## src/rtl/uart_apb_ctrl.sv

```systemverilog
`default_nettype none
// ============================================================================
// Module      : uart_apb_ctrl
// Description : APB3 slave front-end for the UART: TX push / RX pop, status,
//               baud divisor and interrupt control registers. The optional
//               interrupt logic and CTRL register are built when UART_APB_IRQ_EN
//               is defined.
// Revision    : 1.0 - initial release
// ============================================================================
module uart_apb_ctrl #(
    parameter logic [10:0] BAUD_RESET = 11'd325
) (
    input  logic        clk,
    input  logic        reset,
    input  logic        PSEL,
    input  logic        PENABLE,
    input  logic        PWRITE,
    input  logic [3:0]  PADDR,
    input  logic [31:0] PWDATA,
    output logic [31:0] PRDATA,
    output logic        PREADY,
    output logic        PSLVERR,
    output logic [10:0] baud_final_value,
    output logic [7:0]  tx_fifo_dataIn,
    output logic        tx_fifo_writeEn,
    input  logic        tx_fifo_Full,
    output logic        rx_fifo_readEn,
    input  logic        rx_fifo_Empty,
    input  logic [7:0]  rx_fifo_dataOut,
    output logic        irq
);

    typedef enum logic [2:0] {
        IDLE    = 3'd0,
        ACCESS  = 3'd1,
        RD_POP  = 3'd2,
        RD_CAP  = 3'd3,
        RD_DONE = 3'd4
    } state_t;

    localparam logic [1:0] OFF_DATA   = 2'd0;
    localparam logic [1:0] OFF_STATUS = 2'd1;
    localparam logic [1:0] OFF_BAUD   = 2'd2;

    state_t      state_q, state_d;
    logic [10:0] baud_q, baud_d;
    logic        tx_drop_q, tx_drop_d;
    logic [7:0]  tx_data_q, tx_data_d;
    logic        tx_we_q, tx_we_d;
    logic [7:0]  rx_byte_q, rx_byte_d;
`ifdef UART_APB_IRQ_EN
    logic [1:0]  ctrl_q, ctrl_d;
    logic        irq_q, irq_d;
`endif

    logic [1:0]  offset;
    logic        unused_bits;

    assign offset      = PADDR[3:2];
    assign unused_bits = ^{PADDR[1:0], PWDATA[31:11]};

    always_comb begin
        state_d        = state_q;
        baud_d         = baud_q;
        tx_drop_d      = tx_drop_q;
        tx_data_d      = tx_data_q;
        tx_we_d        = 1'b0;
        rx_byte_d      = rx_byte_q;
`ifdef UART_APB_IRQ_EN
        ctrl_d         = ctrl_q;
`endif
        PREADY         = 1'b0;
        PSLVERR        = 1'b0;
        PRDATA         = 32'h0;
        rx_fifo_readEn = 1'b0;

        case (state_q)
            IDLE: begin
                if (PSEL) begin
                    state_d = ACCESS;
                end
            end
            ACCESS: begin
                if (!PSEL) begin
                    state_d = IDLE;
                end else if (PENABLE) begin
                    // Only a DATA read with bytes waiting needs the pop/capture detour.
                    if (!PWRITE && offset == OFF_DATA && !rx_fifo_Empty) begin
                        state_d = RD_POP;
                    end else begin
                        PREADY  = 1'b1;
                        state_d = IDLE;
                        case (offset)
                            OFF_DATA: begin
                                if (PWRITE) begin
                                    if (tx_fifo_Full) begin
                                        PSLVERR   = 1'b1;
                                        tx_drop_d = 1'b1;
                                    end else begin
                                        tx_we_d   = 1'b1;
                                        tx_data_d = PWDATA[7:0];
                                    end
                                end else begin
                                    PSLVERR = 1'b1;
                                end
                            end
                            OFF_STATUS: begin
                                if (PWRITE) begin
                                    if (PWDATA[2]) begin
                                        tx_drop_d = 1'b0;
                                    end
                                end else begin
                                    PRDATA = {29'h0, tx_drop_q, rx_fifo_Empty, tx_fifo_Full};
                                end
                            end
                            OFF_BAUD: begin
                                if (PWRITE) begin
                                    baud_d = PWDATA[10:0];
                                end else begin
                                    PRDATA = {21'h0, baud_q};
                                end
                            end
                            default: begin
`ifdef UART_APB_IRQ_EN
                                if (PWRITE) begin
                                    ctrl_d = PWDATA[1:0];
                                end else begin
                                    PRDATA = {30'h0, ctrl_q};
                                end
`endif
                            end
                        endcase
                    end
                end
            end
            RD_POP: begin
                rx_fifo_readEn = 1'b1;
                state_d        = PSEL ? RD_CAP : IDLE;
            end
            RD_CAP: begin
                rx_byte_d = rx_fifo_dataOut;
                state_d   = PSEL ? RD_DONE : IDLE;
            end
            RD_DONE: begin
                state_d = IDLE;
                if (PSEL) begin
                    PREADY = 1'b1;
                    PRDATA = {24'h0, rx_byte_q};
                end
            end
            default: begin
                state_d = IDLE;
            end
        endcase
    end

    always_ff @(posedge clk or posedge reset) begin
        if (reset) begin
            state_q   <= IDLE;
            baud_q    <= BAUD_RESET;
            tx_drop_q <= 1'b0;
            tx_data_q <= 8'h0;
            tx_we_q   <= 1'b0;
            rx_byte_q <= 8'h0;
        end else begin
            state_q   <= state_d;
            baud_q    <= baud_d;
            tx_drop_q <= tx_drop_d;
            tx_data_q <= tx_data_d;
            tx_we_q   <= tx_we_d;
            rx_byte_q <= rx_byte_d;
        end
    end

`ifdef UART_APB_IRQ_EN
    always_comb begin
        irq_d = (ctrl_q[0] & ~rx_fifo_Empty) | (ctrl_q[1] & ~tx_fifo_Full) | tx_drop_q;
    end

    always_ff @(posedge clk or posedge reset) begin
        if (reset) begin
            ctrl_q <= 2'b00;
            irq_q  <= 1'b0;
        end else begin
            ctrl_q <= ctrl_d;
            irq_q  <= irq_d;
        end
    end

    assign irq = irq_q;
`else
    assign irq = 1'b0;
`endif

    assign baud_final_value = baud_q;
    assign tx_fifo_dataIn   = tx_data_q;
    assign tx_fifo_writeEn  = tx_we_q;

endmodule
`default_nettype wire

```

## config.mk

```make
export PLATFORM = sky130hd
export DESIGN_NAME = uart_apb_ctrl
export DESIGN_NICKNAME = d
export VERILOG_FILES = /design/src/rtl/uart_apb_ctrl.sv
export SDC_FILE = /design/constraint.sdc
export NUM_CORES = 1
export LEC_CHECK = 0
export CORE_MARGIN = 10
export CORE_UTILIZATION = 34
export CTS_CLUSTER_DIAMETER = 80
export DETAILED_ROUTE_END_ITERATION = 8
export PLACE_DENSITY = 0.84
export SETUP_SLACK_MARGIN = 0.1
export SLEW_MARGIN = 20
export SYNTH_ARGS = -nofsm -noshare
export SYNTH_HDL_FRONTEND = slang
export SYNTH_SLANG_ARGS = --single-unit
```

## constraint.sdc

```tcl
create_clock -name clk -period 1.5 [get_ports clk]
set_input_delay 0.225 -clock clk [delete_from_list [all_inputs] [get_ports clk]]
set_output_delay 0.225 -clock clk [all_outputs]
set_load 0.1 [all_outputs]
```

Fig. 1: met1 routing
Scale bar: 20 um.
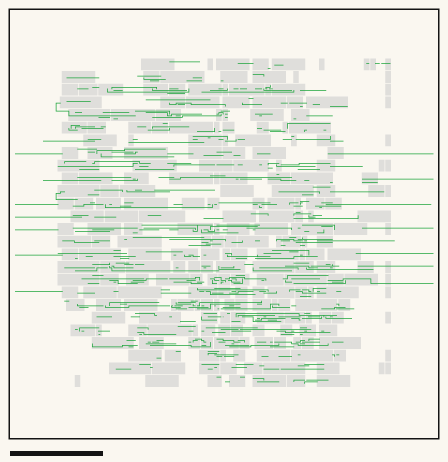
share of all routed wire: 38%
longest straight run: 23.9 um

Fig. 2: met2 routing
Scale bar: 20 um.
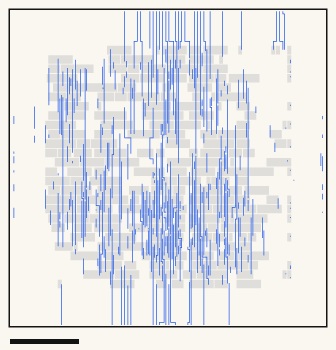
main direction: vertical
wire length on this layer: 2930 um
longest straight run: 43.5 um
share of all routed wire: 54%
global routing usage on met2: 22.6%
total number of vias: 1455
final wirelength: 5480 um

Fig. 3: metal 3
Scale bar: 20 um.
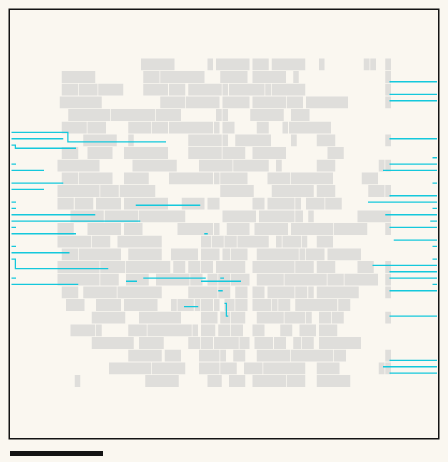
main direction: horizontal
wire length on this layer: 444 um

==> impl_summary.log <==
[flow] collecting metrics
[metrics] outcome: complete, but fails checks
[metrics] violations in the final reports: negative setup slack
[metrics] crit path setup slack, layout: -0.575 ns
[metrics] endpoints failing setup: 34
[metrics] post-route cell area: 3410 um^2
[metrics] Non-Clock Buffer Area Fraction: 38.9%
[metrics] total power of the final layout: 0.00341 W
[metrics] floorplan utilization: 34.6%
[metrics] Rel. slew slack: 66.2%
[metrics] slowest CP cell: sky130_fd_sc_hd__dfrtp_1
[metrics] pin count of the biggest net entering global routing: 33
[metrics] cell family with the largest share of critical-path delay: simple AND/OR/NAND/NOR gates
[metrics] crit path from: state_q[2]$_DFFE_PP0P_
[metrics] most frequent cell after synthesis: sky130_fd_sc_hd__dfrtp_1
[metrics] share of synthesized cell area in and-or and or-and compound cells: 6.12%
[metrics] top comb family, area: multiplexers
[metrics] beginning of the worst register-to-register path: state_q[2]$_DFFE_PP0P_
[metrics] commonest cells after routing, fill and taps aside: sky130_fd_sc_hd__buf_12 (38), sky130_fd_sc_hd__clkdlybuf4s50_1 (24), sky130_fd_sc_hd__buf_4 (23)
[metrics] fraction of area in registers: 23.9%
[metrics] number of placed I/O pins: 107
[metrics] area taken by multi-input logic gates: 1070 um^2
[metrics] total die size: 8450 um^2
[metrics] Synth Warn #: 0
[metrics] gate count after technology mapping: 153
[metrics] share of flip-flops with an asynchronous set or reset: 100%
[metrics] number of diodes added for antenna fixing: 0
[metrics] Yosys Chip Area: 1760 um^2
[metrics] antenna-violating nets left: 0
[metrics] min cycle time layout: 2.07 ns
[metrics] MUX share of area: 19.4%
[metrics] max frequency: 482 MHz
[metrics] Critical Path AT: 1.85 ns
[metrics] sequential fraction of design power: 33.1%
Fig. 4: pin placement
Scale bar: 20 um. Pins as bars across the die edge, other pins in gray.
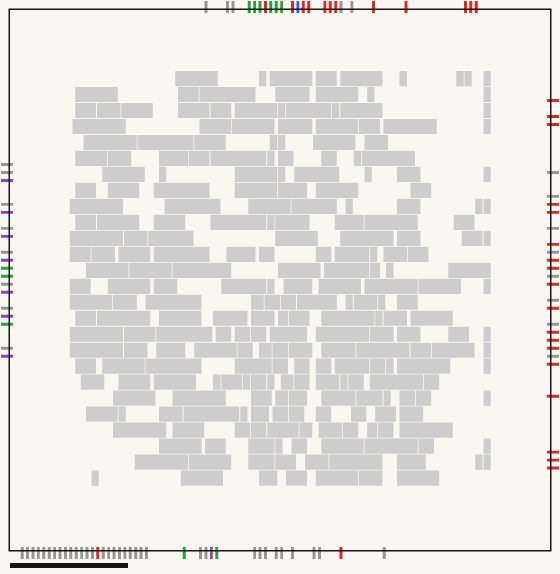
legend:
  PRDATA:
    color: red
    pins: 32
    direction: output
    edge: 18 right, 12 top, 2 bottom
  tx_fifo_dataIn:
    color: purple
    pins: 8
    direction: output
    edge: 7 left, 1 bottom
  reset:
    color: blue
    pins: 1
    direction: input
    edge: top
  baud_final_value:
    color: green
    pins: 11
    direction: output
    edge: 6 top, 3 left, 2 bottom
all pins by edge: 39 bottom, 26 right, 24 top, 18 left
die extent in x: 91.9 um
IO buf count: 61
Die Y-Extent: 91.9 um

Fig. 5: routing congestion map
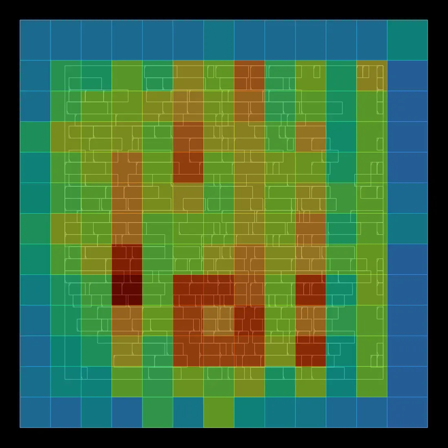
final core occ: 67.2%
met3 layer usage reported by global route: 5.13%
Overall Global Routing Usage: 12.8%
highest-utilization routing layer at the global route stage: met2
GR Layer Usage met1: 13.6%

-- state kept, by name, summed over array words and instances, names as in the netlist --
register,cells
baud_final_value,11
rx_byte_q,8
tx_fifo_dataIn,8
state_q,3
tx_drop_q,1
tx_fifo_writeEn,1
-- worst reg2reg max path, cell delays in order, from the launching register on --
cell                       delay, ns
sky130_fd_sc_hd__dfrtp_1        0.41
sky130_fd_sc_hd__nor4bb_4       0.28
sky130_fd_sc_hd__buf_4          0.18
sky130_fd_sc_hd__buf_4          0.11
sky130_fd_sc_hd__buf_6          0.09
sky130_fd_sc_hd__buf_6          0.11
sky130_fd_sc_hd__buf_6          0.11
sky130_fd_sc_hd__nand4_4        0.14
sky130_fd_sc_hd__mux2_4         0.35
Power and IR drop assume default switching activity.
